==> config.mk <==
export PLATFORM = sky130hd
export DESIGN_NAME = pixel_collision_detector
export DESIGN_NICKNAME = d
export VERILOG_FILES = /design/src/rtl/pixel_collision_detector.sv
export SDC_FILE = /design/constraint.sdc
export NUM_CORES = 1
export LEC_CHECK = 0
export ABC_AREA = 1
export CAP_MARGIN = 20
export CORE_ASPECT_RATIO = 1.1
export CORE_MARGIN = 4
export CORE_UTILIZATION = 50
export DETAILED_ROUTE_END_ITERATION = 7
export PLACE_DENSITY = 0.77
export SLEW_MARGIN = 0
export SYNTH_ARGS = -nofsm -noshare
export SYNTH_HDL_FRONTEND = slang
export SYNTH_SLANG_ARGS = --single-unit
==> constraint.sdc <==
create_clock -name clk -period 2 [get_ports clk]
set_input_delay 0.4 -clock clk [delete_from_list [all_inputs] [get_ports clk]]
set_output_delay 0.4 -clock clk [all_outputs]
set_load 0.05 [all_outputs]
==> src/rtl/pixel_collision_detector.sv <==
// Watches the bird/pipe render layers per scan position, counts overlap pixels per frame
// and latches a sticky collision flag (with cause) once a hit condition holds for enough frames.
module pixel_collision_detector #(
    parameter int H_ACTIVE       = 640,
    parameter int V_ACTIVE       = 480,
    parameter int GROUND_Y       = 440,
    parameter int HIT_THRESHOLD  = 4,
    parameter int CONFIRM_FRAMES = 2,
    parameter int GRACE_FRAMES   = 3
) (
    input  logic        clk,
    input  logic        reset,
    input  logic [9:0]  hCount,
    input  logic [9:0]  vCount,
    input  logic        bird_pixel,
    input  logic        pipe_pixel,
    input  logic        clear,
    output logic        collision,
    output logic        hit_pipe,
    output logic        hit_ground,
    output logic        frame_tick,
    output logic [15:0] overlap_count,
    output logic [1:0]  dbg_state_o
);

    localparam int GW = $clog2(GRACE_FRAMES) + 1;
    localparam int CW = $clog2(CONFIRM_FRAMES) + 1;

    // Debug encoding of dbg_state_o: 0 = GRACE, 1 = ARMED, 2 = HIT.
    typedef enum logic [1:0] {
        ST_GRACE = 2'd0,
        ST_ARMED = 2'd1,
        ST_HIT   = 2'd2
    } state_t;

    state_t          state_q;
    logic [9:0]      prev_h_q, prev_v_q;
    logic [15:0]     ovl_acc_q, ovl_acc_d;
    logic            gnd_seen_q, gnd_seen_d;
    logic            bird_seen_q, bird_seen_d;
    logic [GW-1:0]   grace_cnt_q;
    logic [CW-1:0]   confirm_cnt_q, confirm_inc;
    logic            pend_pipe_q, pend_gnd_q;
    logic            collision_q, hit_pipe_q, hit_ground_q, frame_tick_q;
    logic [15:0]     overlap_q;

    logic new_pix, active, boundary, ovl_hit, bird_act, gnd_hit;
    logic pipe_ok, gnd_ok, grace_done, confirm_done;

    // A sample is a change of scan position, so any clk/pixel ratio counts each pixel once.
    always_comb begin
        new_pix      = (hCount != prev_h_q) || (vCount != prev_v_q);
        active       = new_pix && ({1'b0, hCount} < 11'(H_ACTIVE)) && ({1'b0, vCount} < 11'(V_ACTIVE));
        boundary     = new_pix && (vCount == 10'd0) && (prev_v_q != 10'd0);
        ovl_hit      = active && bird_pixel && pipe_pixel;
        bird_act     = active && bird_pixel;
        gnd_hit      = bird_act && ({1'b0, vCount} >= 11'(GROUND_Y));
        pipe_ok      = ovl_acc_q >= 16'(HIT_THRESHOLD);
        gnd_ok       = gnd_seen_q || !bird_seen_q;
        grace_done   = (GRACE_FRAMES == 0) || (grace_cnt_q == GW'(GRACE_FRAMES - 1));
        confirm_inc  = confirm_cnt_q + CW'(1);
        confirm_done = confirm_inc >= CW'(CONFIRM_FRAMES);

        ovl_acc_d   = ovl_acc_q;
        gnd_seen_d  = gnd_seen_q || gnd_hit;
        bird_seen_d = bird_seen_q || bird_act;
        if (boundary) begin
            // The boundary pixel is the first sample of the new frame.
            ovl_acc_d   = {15'd0, ovl_hit};
            gnd_seen_d  = gnd_hit;
            bird_seen_d = bird_act;
        end else if (ovl_hit && (ovl_acc_q != 16'hFFFF)) begin
            ovl_acc_d = ovl_acc_q + 16'd1;
        end
    end

    always_ff @(posedge clk or posedge reset) begin
        if (reset) begin
            state_q       <= ST_GRACE;
            prev_h_q      <= 10'h3FF;
            prev_v_q      <= 10'h3FF;
            ovl_acc_q     <= 16'd0;
            gnd_seen_q    <= 1'b0;
            bird_seen_q   <= 1'b0;
            grace_cnt_q   <= '0;
            confirm_cnt_q <= '0;
            pend_pipe_q   <= 1'b0;
            pend_gnd_q    <= 1'b0;
            collision_q   <= 1'b0;
            hit_pipe_q    <= 1'b0;
            hit_ground_q  <= 1'b0;
            frame_tick_q  <= 1'b0;
            overlap_q     <= 16'd0;
        end else begin
            prev_h_q     <= hCount;
            prev_v_q     <= vCount;
            ovl_acc_q    <= ovl_acc_d;
            gnd_seen_q   <= gnd_seen_d;
            bird_seen_q  <= bird_seen_d;
            frame_tick_q <= boundary;
            if (boundary) begin
                overlap_q <= ovl_acc_q;
            end

            // clear outranks a coincident boundary; the frame bookkeeping above still runs.
            if (clear) begin
                state_q       <= ST_GRACE;
                grace_cnt_q   <= '0;
                confirm_cnt_q <= '0;
                pend_pipe_q   <= 1'b0;
                pend_gnd_q    <= 1'b0;
                collision_q   <= 1'b0;
                hit_pipe_q    <= 1'b0;
                hit_ground_q  <= 1'b0;
            end else if (boundary) begin
                case (state_q)
                    ST_GRACE: begin
                        if (grace_done) begin
                            state_q       <= ST_ARMED;
                            grace_cnt_q   <= '0;
                            confirm_cnt_q <= '0;
                            pend_pipe_q   <= 1'b0;
                            pend_gnd_q    <= 1'b0;
                        end else begin
                            grace_cnt_q <= grace_cnt_q + GW'(1);
                        end
                    end
                    ST_ARMED: begin
                        if (pipe_ok || gnd_ok) begin
                            confirm_cnt_q <= confirm_inc;
                            pend_pipe_q   <= pend_pipe_q || pipe_ok;
                            pend_gnd_q    <= pend_gnd_q || gnd_ok;
                            if (confirm_done) begin
                                state_q      <= ST_HIT;
                                collision_q  <= 1'b1;
                                hit_pipe_q   <= pend_pipe_q || pipe_ok;
                                hit_ground_q <= pend_gnd_q || gnd_ok;
                            end
                        end else begin
                            confirm_cnt_q <= '0;
                            pend_pipe_q   <= 1'b0;
                            pend_gnd_q    <= 1'b0;
                        end
                    end
                    ST_HIT: begin
                        state_q <= ST_HIT;
                    end
                    default: begin
                        state_q <= ST_GRACE;
                    end
                endcase
            end
        end
    end

    assign collision     = collision_q;
    assign hit_pipe      = hit_pipe_q;
    assign hit_ground    = hit_ground_q;
    assign frame_tick    = frame_tick_q;
    assign overlap_count = overlap_q;
    assign dbg_state_o   = state_q;

endmodule
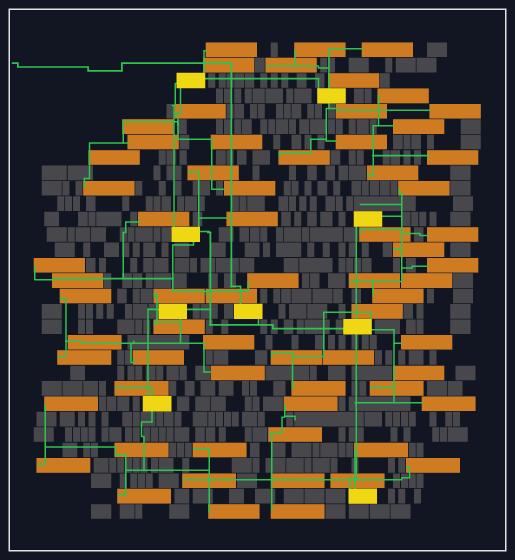
Fig. 1. Routed clock nets over the placement (run 1).
- green: clock wires (length 903 um)
- yellow: cells driving clock nets (count 9)
- orange: flip-flops (count 67)
- routed clock nets: 10
- flops lie: spread over the die

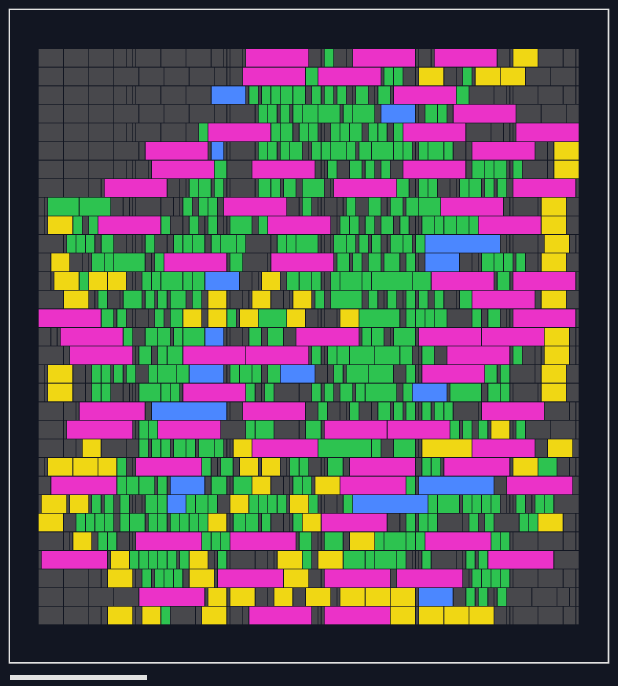
Fig. 2. Placement by cell class (run 1).
Bar = 20 um. Fill, decap, tap and diode cells in gray.
- green: all other logic (cells 365; share of their area 39%)
- blue: clock drivers and dummy loads (cells 16; share of their area 6.0%)
- magenta: flip-flops (cells 67; share of their area 39%)
- yellow: other buffers and delay cells (cells 76; share of their area 16%)

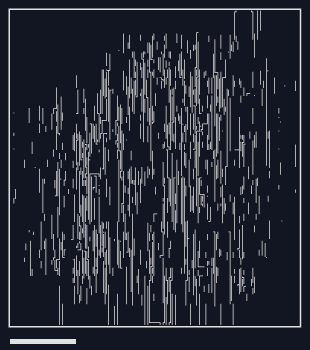
Fig. 3. Metal 2 (run 1).
Bar = 20 um.
- longest straight run: 32.3 um
- share of all routed wire: 48%
- wire length on this layer: 3500 um
- main direction: vertical
- nets with wire on the layer: 440

-- run 1: logic make-up after synthesis --
kind of cell	Yosys count	share of synthesized area [%]
flops	67	49.0
compound gates	35	5.55
xor+xnor	17	4.29
buf+inv	70	8.00
fa+ha+maj	5	1.80
simple gates	248	31.4
-- run 1: cell type report --
class                   count  area, sq um
well taps                  82          103
fillers                   568         2180
clock buffers               9          124
flip-flops and latches     67         1700
clock inverters             7          140
multi-input cells         305         1500
inverters                  60          229
repair buffers             76          696
-- run 1: layer usage --
metal / global-route usage, % / part of all wire, % / vias to the layer above
met5: 0 / 0 / -
met4: 9.08 / 2.3 / 0
met3: 3.80 / 4.5 / 16
met2: 32.3 / 48 / 67
met1: 24.6 / 46 / 1381
li1: - / - / 1537
-- run 1: repair_timing --
action | CTS | global route
endpoints found under the setup margin | 0 | 7
gates resized | 0 | 1
hold buffers | 0 | 0
-- run 1: sequential cells by signal, summed over array words and instances, names as in the netlist, 2 cells and up --
name and count:
overlap_count 16, confirm_cnt_q 2, grace_cnt_q 3, ovl_acc_q 16
prev_h_q 10, dbg_state_o 2, prev_v_q 10
-- run 1: Yosys cell counts, types with 2 or more instances --
library cell / instances
sky130_fd_sc_hd__nand3_2: 2
sky130_fd_sc_hd__clkbuf_1: 5
sky130_fd_sc_hd__xnor2_1: 5
sky130_fd_sc_hd__nor2_1: 51
sky130_fd_sc_hd__nand3_1: 32
sky130_fd_sc_hd__xor2_1: 12
sky130_fd_sc_hd__dfrtp_1: 47
sky130_fd_sc_hd__nor2_2: 2
sky130_fd_sc_hd__buf_2: 3
sky130_fd_sc_hd__a21oi_1: 4
sky130_fd_sc_hd__nor3_1: 10
sky130_fd_sc_hd__a31oi_1: 2
sky130_fd_sc_hd__nand2_1: 135
sky130_fd_sc_hd__dfstp_2: 20
sky130_fd_sc_hd__nor3_4: 2
sky130_fd_sc_hd__nand4_1: 7
sky130_fd_sc_hd__inv_1: 59
sky130_fd_sc_hd__o21ai_0: 22
sky130_fd_sc_hd__ha_1: 5
-- run 1: path summary, 6_finish.rpt --
check | end | slack, ns | depth (start not counted)
worst max register to register | ovl_acc_q[5] | 0.22 | 11
worst min register to register | overlap_count[2] | 0.48 | 2
worst min-delay path | overlap_count[2] | 0.40 | 2
max in group asynchronous | prev_v_q[4] | 1.03 | 3
worst max-delay path | dbg_state_o[1] | 0.07 | 1
min in group clk | overlap_count[2] | 0.48 | 2
-- run 1: power groups by stage --
stage	Clock (mW)	Sequential, mW	Combinational [mW]
after floorplan	0	1.63	0.416
after global placement	0	1.59	0.665
after detailed placement	0	1.60	0.698
after CTS	1.51	1.57	0.704
after global routing	1.59	1.59	0.801
final	1.49	1.57	0.698
-- run 1: through the flow --
step,util (%),std cells,total power [mW]
after floorplan,-,442,2.05
after detailed placement,63.3,590,2.29
after CTS,67.3,606,3.79
final,67.3,606,3.76
after global placement,63.3,590,2.25
after global routing,67.3,606,3.98
==> flow_summary.yaml, run 1 <==
# implementation run metrics
global_routing:
  grt_max_degree: 36
  grt_first_pass_wirelength_um: 12800
  via_count_of_the_first_global_routing_pass: 2975
  global_route.overflow_total: 0
  antenna_found_initial: 0
  gr-usage-all-layers_pct: 19.5
sta:
  finalMaxSlewViolations: 0
  timing.final.setup_violations: 0
  maxSlewHeadroom_pct: 66.6
  final_critical_path_setup_slack_ns: 0.0724
  finalWorstPathRequiredPeriod_ns: 1.93
  fin_skew_ns: 0.00896
  whs_ns: 0.397
  layout_worst_path_cycle_share_pct: 96.4
  finalSetupTns_ns: 0
  report.final.hold_viol_count: 0
  max_freq_mhz: 519
  tightestPinTransition_ns: 0.500
pwr:
  p_sw_share_pct: 27.9
  power.combinational.fraction_pct: 18.6
  leakage_power_nw: 2.20
  vdd_ir_drop_max_mv: 0.519
  internal_cell_power_mw: 2.71
  power_density_nw_per_um2: 838
  share_clk_of_total_power_pct: 39.6
  share_seq_of_total_power_pct: 41.8
  p_switching_mw: 1.05
placement:
  routabilityCongestion: 0.891
  postPlaceCellArea_sq_um: 4220
  numPortBuffers: 46
  post-place-ws_ns: -0.231
  place_hpwl_um: 5360
layout:
  post_layout_net_count: 549
  finalInstanceArea_sq_um: 4490
  layout_top_cells_excl_fill_tap: "135 x sky130_fd_sc_hd__nand2_1, 58 x sky130_fd_sc_hd__inv_1, 51 x sky130_fd_sc_hd__nor2_1"
  final_common_cell: "sky130_fd_sc_hd__nand2_1"
  n_antenna_cell: 0
  layout-drive-gt1-share_pct: 15.5
  area.growth.synth_to_final_pct: 29.3
detailed_routing:
  initialDrtViolationCount: 194
  drc: 0
  routed-via-count: 3001
  routed_wirelength_um: 7360
  drt_pass1_iterations: 4
  drt-vias-per-instance: 4.95
  ant_nets: 0
  wire_per_inst_um: 12.1
critical_path:
  worstPathCellList: "clkdlybuf4s50_1"
  timing.critical_path.to_type: "output port"
  timing.critical_path.slowest_stage_cell: "sky130_fd_sc_hd__clkdlybuf4s50_1"
  worstPathBufferInverterCount: 1
  worstPathRequired_ns: 1.60
  timing.setup.critical_path_class: "reg -> out"
  worstSetupStartpointType: "register"
  timing.critical_path.arrival_ns: 1.53
  path_delay_family: "buffers and inverters"
  worst_r2r_startpoint: "prev_v_q[3]"
  max_stage_delay_ns: 0.81
  timing.critical_path.fanout_max: 3
  worstSetupStartpoint: "dbg_state_o[1]"
logic_synthesis:
  cell_types_occupying_the_most_area_after_synthesis: "sky130_fd_sc_hd__dfrtp_1 34%, sky130_fd_sc_hd__dfstp_2 15%, sky130_fd_sc_hd__nand2_1 15%"
  post_synth_instance_area_sq_um: 3470
  netlist.area_leader.share_pct: 33.9
  synth_top_flop_cell: "sky130_fd_sc_hd__dfrtp_1"
  post_synth_arst_share_pct: 100
  total_nets_after_synthesis: 472
  number_of_flops_mapped_to_enable_cells_by_yosys: 0
  synth.lib_cells_used.distinct: 36
  yosysTopAreaCell: "sky130_fd_sc_hd__dfrtp_1"
  synth_stat.cells: 442
  synth-area-yosys_sq_um: 3470
  synth-seq-area-share_pct: 49.0
  post_synth_inst_count: 442
  postSynthAreaPerCell_sq_um: 7.86
  ys.warnings.count: 0
  synth.ff_latch_count: 67
clock_network:
  clock_tree.buffer_depth: 2
  depth_of_the_cts_h_tree: 3
  clk_pin_slew_worst_paths_ns: 0.07
  clockRootBuffer: "sky130_fd_sc_hd__clkbuf_8"
  cts_inserted_buffers: 9
  cts_num_sinks: 67
  tritoncts: "done"
  post-cts-setup-buffer-count: 0
  clock_latency_ns: 0.35
flow_run:
  openroad.warnings: 30
  drv.max_cap_violation_count: 0
die:
  horizontal_die_dimension_um: 87.5
  floorplan.initialDensity_pct: 52.1
  die_area_sq_um: 8350
  row_count: 31
  dieHeight_um: 95.4
  io_pins: 47
  core_footprint_sq_um: 6670
status:
  status: "finished, final reports clean"
min_path:
  worst_hold_path_type: "in -> async"
--- run 2 (diff from run 1) ---
--- a/config.mk
+++ b/config.mk
@@ -12,6 +12,7 @@
 export CORE_UTILIZATION = 50
 export DETAILED_ROUTE_END_ITERATION = 7
 export PLACE_DENSITY = 0.77
+export REMOVE_ABC_BUFFERS = 1
 export SLEW_MARGIN = 0
 export SYNTH_ARGS = -nofsm -noshare
 export SYNTH_HDL_FRONTEND = slang
==> flow_summary.yaml, run 2 <==
# implementation run metrics
status:
  status: "finished, final reports clean"
die:
  floorplan.initialDensity_pct: 52.1
  dieHeight_um: 95.4
  io_pins: 47
  horizontal_die_dimension_um: 87.5
  die_area_sq_um: 8350
logic_synthesis:
  synth_top_flop_cell: "sky130_fd_sc_hd__dfrtp_1"
  synth_top_cell_by_count: "sky130_fd_sc_hd__nand2_1"
  synth_compound_gate_area_share_pct: 5.55
  synth-area-yosys_sq_um: 3470
  synth-seq-area-share_pct: 49.0
  post_synth_instance_area_sq_um: 3470
  yosys.area_share.adder_pct: 1.80
  ys.warnings.count: 0
  synth.ff_latch_count: 67
  yosysTopAreaCell: "sky130_fd_sc_hd__dfrtp_1"
  synth.lib_cells_used.distinct: 36
  post_synth_inst_count: 442
  synth-simple-area-share_pct: 31.4
  netlist.area_leader.share_pct: 33.9
  synthMuxAreaShare_pct: 0
  ys_top_cells_by_count: "135 x sky130_fd_sc_hd__nand2_1, 59 x sky130_fd_sc_hd__inv_1, 51 x sky130_fd_sc_hd__nor2_1"
  post_synth_arst_share_pct: 100
  number_of_flops_mapped_to_enable_cells_by_yosys: 0
  netlist_logic_family_top: "simple AND/OR/NAND/NOR gates"
  postSynthAreaPerCell_sq_um: 7.86
  cell_types_occupying_the_most_area_after_synthesis: "sky130_fd_sc_hd__dfrtp_1 34%, sky130_fd_sc_hd__dfstp_2 15%, sky130_fd_sc_hd__nand2_1 15%"
  synth_stat.cells: 442
  xor_xnor_cell_area_share_of_the_yosys_netlist_pct: 4.29
sta:
  timing.final.setup_violations: 0
  report.final.hold_viol_count: 0
  layout_worst_path_cycle_share_pct: 96.7
  max_freq_mhz: 517
  tightestPinTransition_ns: 0.526
  whs_ns: 0.383
  fin_skew_ns: 0.0111
placement:
  place_hpwl_um: 5440
  numPortBuffers: 46
  dp.cells: 589
  routabilityCongestion: 0.819
flow_run:
  drv.max_cap_violation_count: 0
  openroad.warnings: 29
detailed_routing:
  wire_per_inst_um: 12.0
  ant_nets: 0
  drc: 0
  drt-vias-per-instance: 5.00
clock_network:
  clockRootBuffer: "sky130_fd_sc_hd__clkbuf_8"
  clock_latency_ns: 0.33
  tritoncts: "done"
  cts_num_sinks: 67
  cts_inserted_buffers: 9
  post-cts-setup-buffer-count: 0
  clock_tree.buffer_depth: 2
  depth_of_the_cts_h_tree: 3
  clk_pin_slew_worst_paths_ns: 0.08
min_path:
  worst_hold_path_type: "in -> async"
global_routing:
  grt_max_degree: 32
  via_count_of_the_first_global_routing_pass: 2909
  grt_first_pass_wirelength_um: 12500
layout:
  n_antenna_cell: 0
  layout-drive-gt1-share_pct: 14.5
  layout_top_cells_excl_fill_tap: "135 x sky130_fd_sc_hd__nand2_1, 58 x sky130_fd_sc_hd__inv_1, 51 x sky130_fd_sc_hd__nor2_1"
  post_layout_net_count: 548
  area.growth.synth_to_final_pct: 28.0
critical_path:
  timing.critical_path.to_type: "output port"
  worstPathRequired_ns: 1.60
  timing.critical_path.slowest_stage_cell: "sky130_fd_sc_hd__clkdlybuf4s50_1"
  path_delay_family: "buffers and inverters"
  timing.critical_path.arrival_ns: 1.53
  worstPathBufferInverterCount: 1
  timing.critical_path.fanout_max: 3
  worstPathCellList: "clkdlybuf4s50_1"
  timing.setup.critical_path_class: "reg -> out"
pwr:
  vdd_ir_drop_max_mv: 0.542
  power_mw: 3.38
  power_density_nw_per_um2: 761
## run 2: cell counts after synthesis
No cell type changed its count.
## run 2: layer usage
layer | vias to the layer above | wire [um] | track usage (%)
met4 | 0 | 124 | 7.80
met1 | 1415 | 3190 | 23.8
met3 | 12 | 323 | 3.63
met2 | 61 | 3640 | 32.0
met5 | - | 0 | 0
li1 | 1536 | - | -
## run 2: kinds of logic after synthesis
kind of cell               Yosys count
DFF                                 67
xor gates and xnor gates            17
AOI/OAI and AO/OA                   35
and+or+nand+nor                    248
adders and majority gates            5
buffers and inverters               70
## run 2: power breakdown
group          internal, mW  switching, mW  leakage (nW)
sequential             1.48         0.0944         0.843
combinational         0.294          0.404          1.26
clock                 0.609          0.508        0.0926
total                  2.38           1.01          2.20
## run 2: path summary, 6_finish.rpt
check / startpoint / end / slack, ns / depth (start not counted)
worst max-delay path: dbg_state_o[1] / dbg_state_o[1] / 0.07 / 1
worst min-delay path: reset / overlap_count[12] / 0.38 / 2
worst max register to register: ovl_acc_q[0] / ovl_acc_q[7] / 0.20 / 8
worst min register to register: overlap_count[2] / overlap_count[2] / 0.47 / 2
max in group asynchronous: reset / overlap_count[5] / 1.03 / 3
min in group clk: overlap_count[2] / overlap_count[2] / 0.47 / 2
## run 2: layout make-up
| type | instances | area, sq um |
|---|---|---|
| inverters | 60 | 225 |
| fillers | 584 | 2220 |
| flip-flops and latches | 67 | 1700 |
| clock buffers | 12 | 145 |
| multi-input cells | 305 | 1500 |
| well taps | 82 | 103 |
| repair buffers | 75 | 718 |
| clock inverters | 4 | 50.0 |
## run 2: metrics by stage
stage | setup TNS [ns] | utilization (%) | setup slack, ns
2_1_floorplan | -4.04 | - | -0.227
3_3_place_gp | -2.03 | 63.5 | -0.104
3_5_place_dp | -3.91 | 63.5 | -0.157
4_1_cts | 0 | 66.5 | 0.0325
5_1_grt | 0 | 66.7 | 0.0100
6_report | 0 | 66.7 | 0.0668
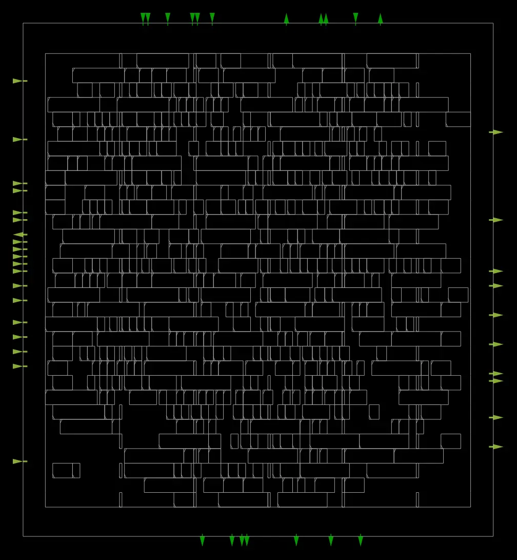
Fig. 4. Cell placement (run 2).
core footprint: 6670 sq um
Std-Cell Rows: 31
Layout Utilization: 66.7%

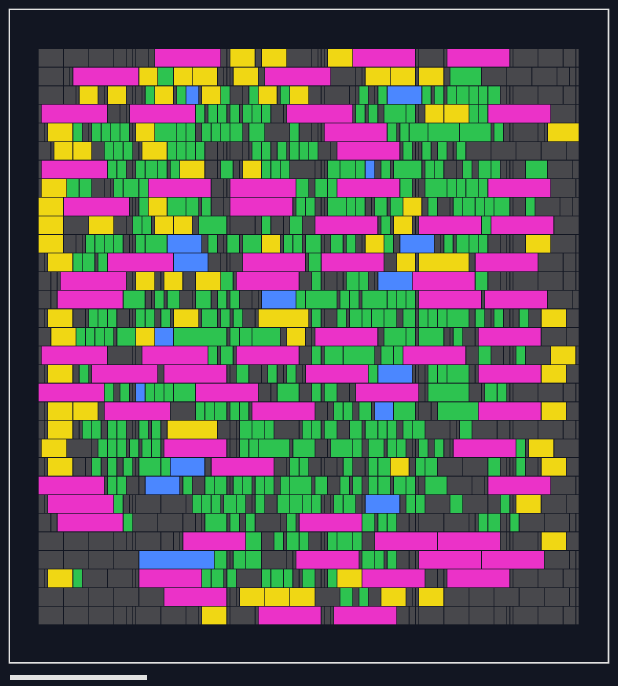
Fig. 5. Placement by cell class (run 2).
Bar = 20 um. Fill, decap, tap and diode cells in gray.
- magenta: flip-flops (cells 67; share of their area 39%)
- blue: clock drivers and dummy loads (cells 16; share of their area 4.5%)
- yellow: other buffers and delay cells (cells 75; share of their area 17%)
- green: all other logic (cells 365; share of their area 40%)

Fig. 6: run 2, metal 2
Bar = 20 um.
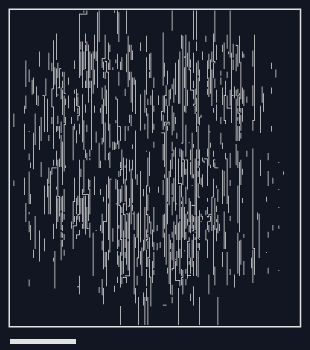

--- run 3 (diff from run 2) ---
--- a/config.mk
+++ b/config.mk
@@ -9,10 +9,12 @@
 export CAP_MARGIN = 20
 export CORE_ASPECT_RATIO = 1.1
 export CORE_MARGIN = 4
-export CORE_UTILIZATION = 50
+export CORE_UTILIZATION = 57
 export DETAILED_ROUTE_END_ITERATION = 7
-export PLACE_DENSITY = 0.77
+export DONT_BUFFER_PORTS = 1
+export PLACE_DENSITY = 0.75
 export REMOVE_ABC_BUFFERS = 1
+export SKIP_CTS_REPAIR_TIMING = 1
 export SLEW_MARGIN = 0
 export SYNTH_ARGS = -nofsm -noshare
 export SYNTH_HDL_FRONTEND = slang
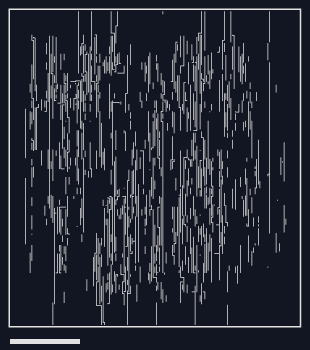
Fig. 7. Metal 2 (run 3).
Bar = 20 um.
- main direction: vertical
- nets with wire on the layer: 373

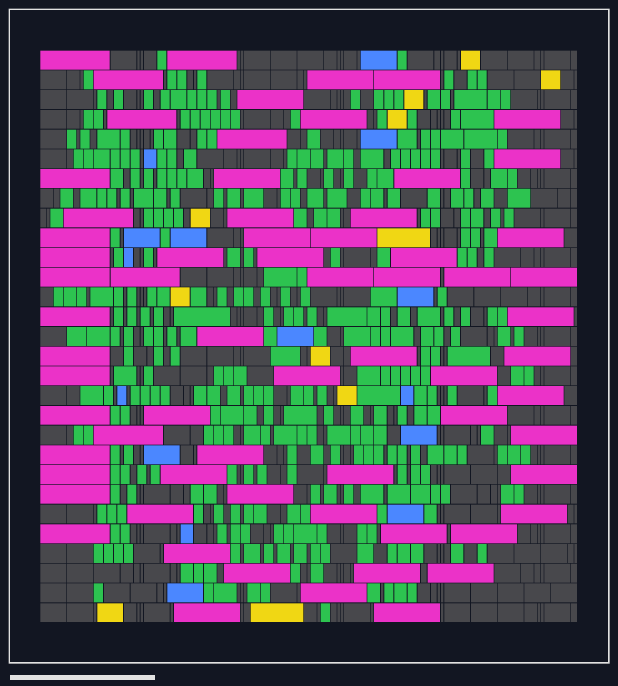
Fig. 8. Placement by cell class (run 3).
Bar = 20 um. Fill, decap, tap and diode cells in gray.
- green: all other logic (cells 365; share of their area 47%)
- blue: clock drivers and dummy loads (cells 15; share of their area 4.3%)
- yellow: other buffers and delay cells (cells 11; share of their area 3.0%)
- magenta: flip-flops (cells 67; share of their area 46%)

==> flow_summary.yaml, run 3 <==
# implementation run metrics
logic_synthesis:
  post_synth_inst_count: 442
  netlist.area_leader.share_pct: 33.9
  post_synth_instance_area_sq_um: 3470
  synth.lib_cells_used.distinct: 36
  synth_top_cell_by_count: "sky130_fd_sc_hd__nand2_1"
  synth-area-yosys_sq_um: 3470
  synth_stat.cells: 442
  synth_top_flop_cell: "sky130_fd_sc_hd__dfrtp_1"
  post_synth_arst_share_pct: 100
  synth.ff_latch_count: 67
  yosysTopAreaCell: "sky130_fd_sc_hd__dfrtp_1"
  ys_top_cells_by_count: "135 x sky130_fd_sc_hd__nand2_1, 59 x sky130_fd_sc_hd__inv_1, 51 x sky130_fd_sc_hd__nor2_1"
  postSynthAreaPerCell_sq_um: 7.86
  synth-seq-area-share_pct: 49.0
  ys.warnings.count: 0
  number_of_flops_mapped_to_enable_cells_by_yosys: 0
  cell_types_occupying_the_most_area_after_synthesis: "sky130_fd_sc_hd__dfrtp_1 34%, sky130_fd_sc_hd__dfstp_2 15%, sky130_fd_sc_hd__nand2_1 15%"
pwr:
  p_sw_share_pct: 30.6
  power_density_nw_per_um2: 824
  share_seq_of_total_power_pct: 50.6
  power.combinational.fraction_pct: 18.8
  p_switching_uw: 955
  share_clk_of_total_power_pct: 30.5
  internal_cell_power_mw: 2.17
  vdd_ir_drop_max_mv: 0.733
  leakage_power_nw: 1.91
layout:
  post_layout_net_count: 484
  stdcell_count: 535
  layout_top_cells_excl_fill_tap: "135 x sky130_fd_sc_hd__nand2_1, 58 x sky130_fd_sc_hd__inv_1, 51 x sky130_fd_sc_hd__nor2_1"
  final.fill_count: 502
  final_common_cell: "sky130_fd_sc_hd__nand2_1"
  area.growth.synth_to_final_pct: 9.11
  n_antenna_cell: 0
  layout-drive-gt1-share_pct: 12.4
  finalInstanceArea_sq_um: 3790
sta:
  whs_ns: 0.0502
  finalWorstPathRequiredPeriod_ns: 1.90
  maxSlewHeadroom_pct: 66.3
  finalMaxSlewViolations: 0
  fin_skew_ns: 0.00865
  max_freq_mhz: 526
  layout_worst_path_cycle_share_pct: 95.1
  timing.final.setup_violations: 0
  report.final.hold_viol_count: 0
  tightestPinTransition_ns: 0.505
placement:
  numPortBuffers: 0
  routabilityCongestion: 0.848
  postPlaceCellArea_sq_um: 3590
  place_hpwl_um: 4880
  dp.cells: 516
global_routing:
  via_count_of_the_first_global_routing_pass: 2752
  gr-usage-all-layers_pct: 20.4
  antenna_found_initial: 0
  grt_max_degree: 50
  grt_first_pass_wirelength_um: 11900
  global_route.overflow_total: 0
die:
  die_area_sq_um: 7410
  io_pins: 47
  core_footprint_sq_um: 5840
  floorplan.initialDensity_pct: 59.5
  row_count: 29
  dieHeight_um: 89.9
  horizontal_die_dimension_um: 82.4
critical_path:
  worstSetupStartpointType: "register"
  timing.setup.critical_path_class: "reg -> reg"
  max_stage_delay_ns: 0.43
  worstPathCellList: "ha_2, nand3_2, nor3_4, buf_4, nand3_1, nor2_1, xor2_1, nor2_1, nand2_1, nand2_1"
  timing.critical_path.arrival_ns: 2.13
  timing.critical_path.fanout_max: 4
  timing.critical_path.to_type: "register"
  worstPathRequired_ns: 2.23
  timing.critical_path.slowest_stage_cell: "sky130_fd_sc_hd__dfrtp_1"
detailed_routing:
  routed-via-count: 2803
  ant_nets: 0
  drt_pass1_iterations: 4
  wire_per_inst_um: 13.1
  routed_wirelength_um: 6990
  drc: 0
  initialDrtViolationCount: 173
  drt-vias-per-instance: 5.24
clock_network:
  depth_of_the_cts_h_tree: 3
  cts_num_sinks: 67
  clock_latency_ns: 0.34
  clockRootBuffer: "sky130_fd_sc_hd__clkbuf_8"
  clock_tree.buffer_depth: 2
  tritoncts: "done"
  cts_inserted_buffers: 9
  clk_pin_slew_worst_paths_ns: 0.07
flow_run:
  drv.max_cap_violation_count: 0
  openroad.warnings: 29
min_path:
  worst_hold_path_type: "in -> reg"
status:
  status: "finished, final reports clean"
[run 3: routing by layer]
metal  vias up  part of all wire (%)  global-route usage, %
met3        19                   7.5                   6.00
met4         0                   2.9                   11.4
li1       1400                     -                      -
met1      1306                    43                   26.1
met2        78                    47                   30.3
met5         -                     0                      0
[run 3: cells by family (layout without fill, tap and decap cells)]
| logic type | after synthesis | in the layout | synth area share [%] |
|---|---|---|---|
| AND/OR/NAND/NOR | 248 | 248 | 31.4 |
| buffers and inverters | 70 | 86 | 8.00 |
| flip-flops | 67 | 67 | 49.0 |
| AND-OR/OR-AND | 35 | 35 | 5.55 |
| XOR/XNOR | 17 | 17 | 4.29 |
| adder cells (fa/ha/maj) | 5 | 5 | 1.80 |
[run 3: worst paths after layout]
kind	to	slack, ns	cells past startpoint	start
min	prev_v_q[1]	0.05	0	vCount[1]
min in group asynchronous	overlap_count[0]	0.55	2	reset
min reg2reg	grace_cnt_q[0]	0.52	2	grace_cnt_q[0]
max in group asynchronous	ovl_acc_q[4]	0.85	3	reset
max	ovl_acc_q[14]	0.1	10	ovl_acc_q[0]
max reg2reg	ovl_acc_q[14]	0.1	10	ovl_acc_q[0]
[run 3: power groups by stage]
stage               sequential, mW  combinational [mW]  clock [mW]
global placement              1.59               0.565           0
global route                  1.60               0.675        1.04
finish                        1.58               0.589       0.954
detailed placement            1.60               0.581           0
floorplan                     1.63               0.412           0
CTS                           1.58               0.590       0.975
[run 3: cell type report]
| type | count | area [sq um] | area share, % |
|---|---|---|---|
| clock buffers | 12 | 145 | 3.83 |
| clock inverters | 3 | 15.0 | 0.396 |
| inverters | 60 | 225 | 5.94 |
| multi-input cells | 305 | 1500 | 39.5 |
| flip-flops and latches | 67 | 1700 | 44.9 |
| well taps | 77 | 96.3 | 2.54 |
| repair buffers | 11 | 110 | 2.91 |
[run 3: through the flow]
| stage | worst slack [ns] | TNS (ns) | power [mW] | util (%) |
|---|---|---|---|---|
| after floorplan | -0.227 | -4.04 | 2.05 | - |
| after global routing | -0.00998 | -0.00998 | 3.31 | 64.9 |
| final | 0.0975 | 0 | 3.12 | 64.9 |
| after global placement | 0.210 | 0 | 2.16 | 61.5 |
| after detailed placement | 0.161 | 0 | 2.18 | 61.5 |
| after CTS | 0.153 | 0 | 3.14 | 64.3 |
[run 3: critical path: cells and delay by family (launching register included)]
family        cells  cell delay, ns
simple gates      7            0.80
xor+xnor          1            0.17
flops             1            0.43
buf+inv           1            0.17
fa+ha+maj         1            0.23

## Gallery

Power grid.
Pins as bars on the die edge. Tap cells in gray.
panel A
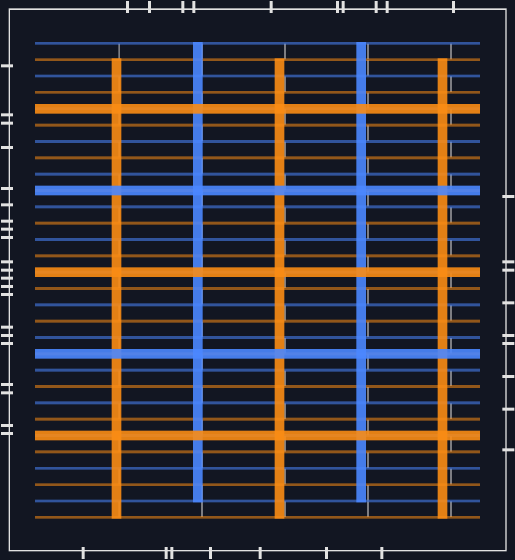
panel B
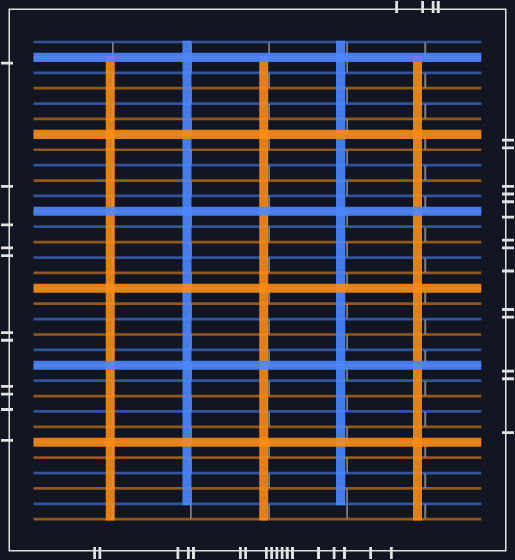
Panel A is run 3.
Panel B is run 1.

Key to panel A:
- orange: VSS
- blue: VDD
- met4 straps: 5
- met1 rails: 30
- rows: 29
- met5 straps: 5

Power figures rest on the tool's default switching activity, not on a simulated workload.
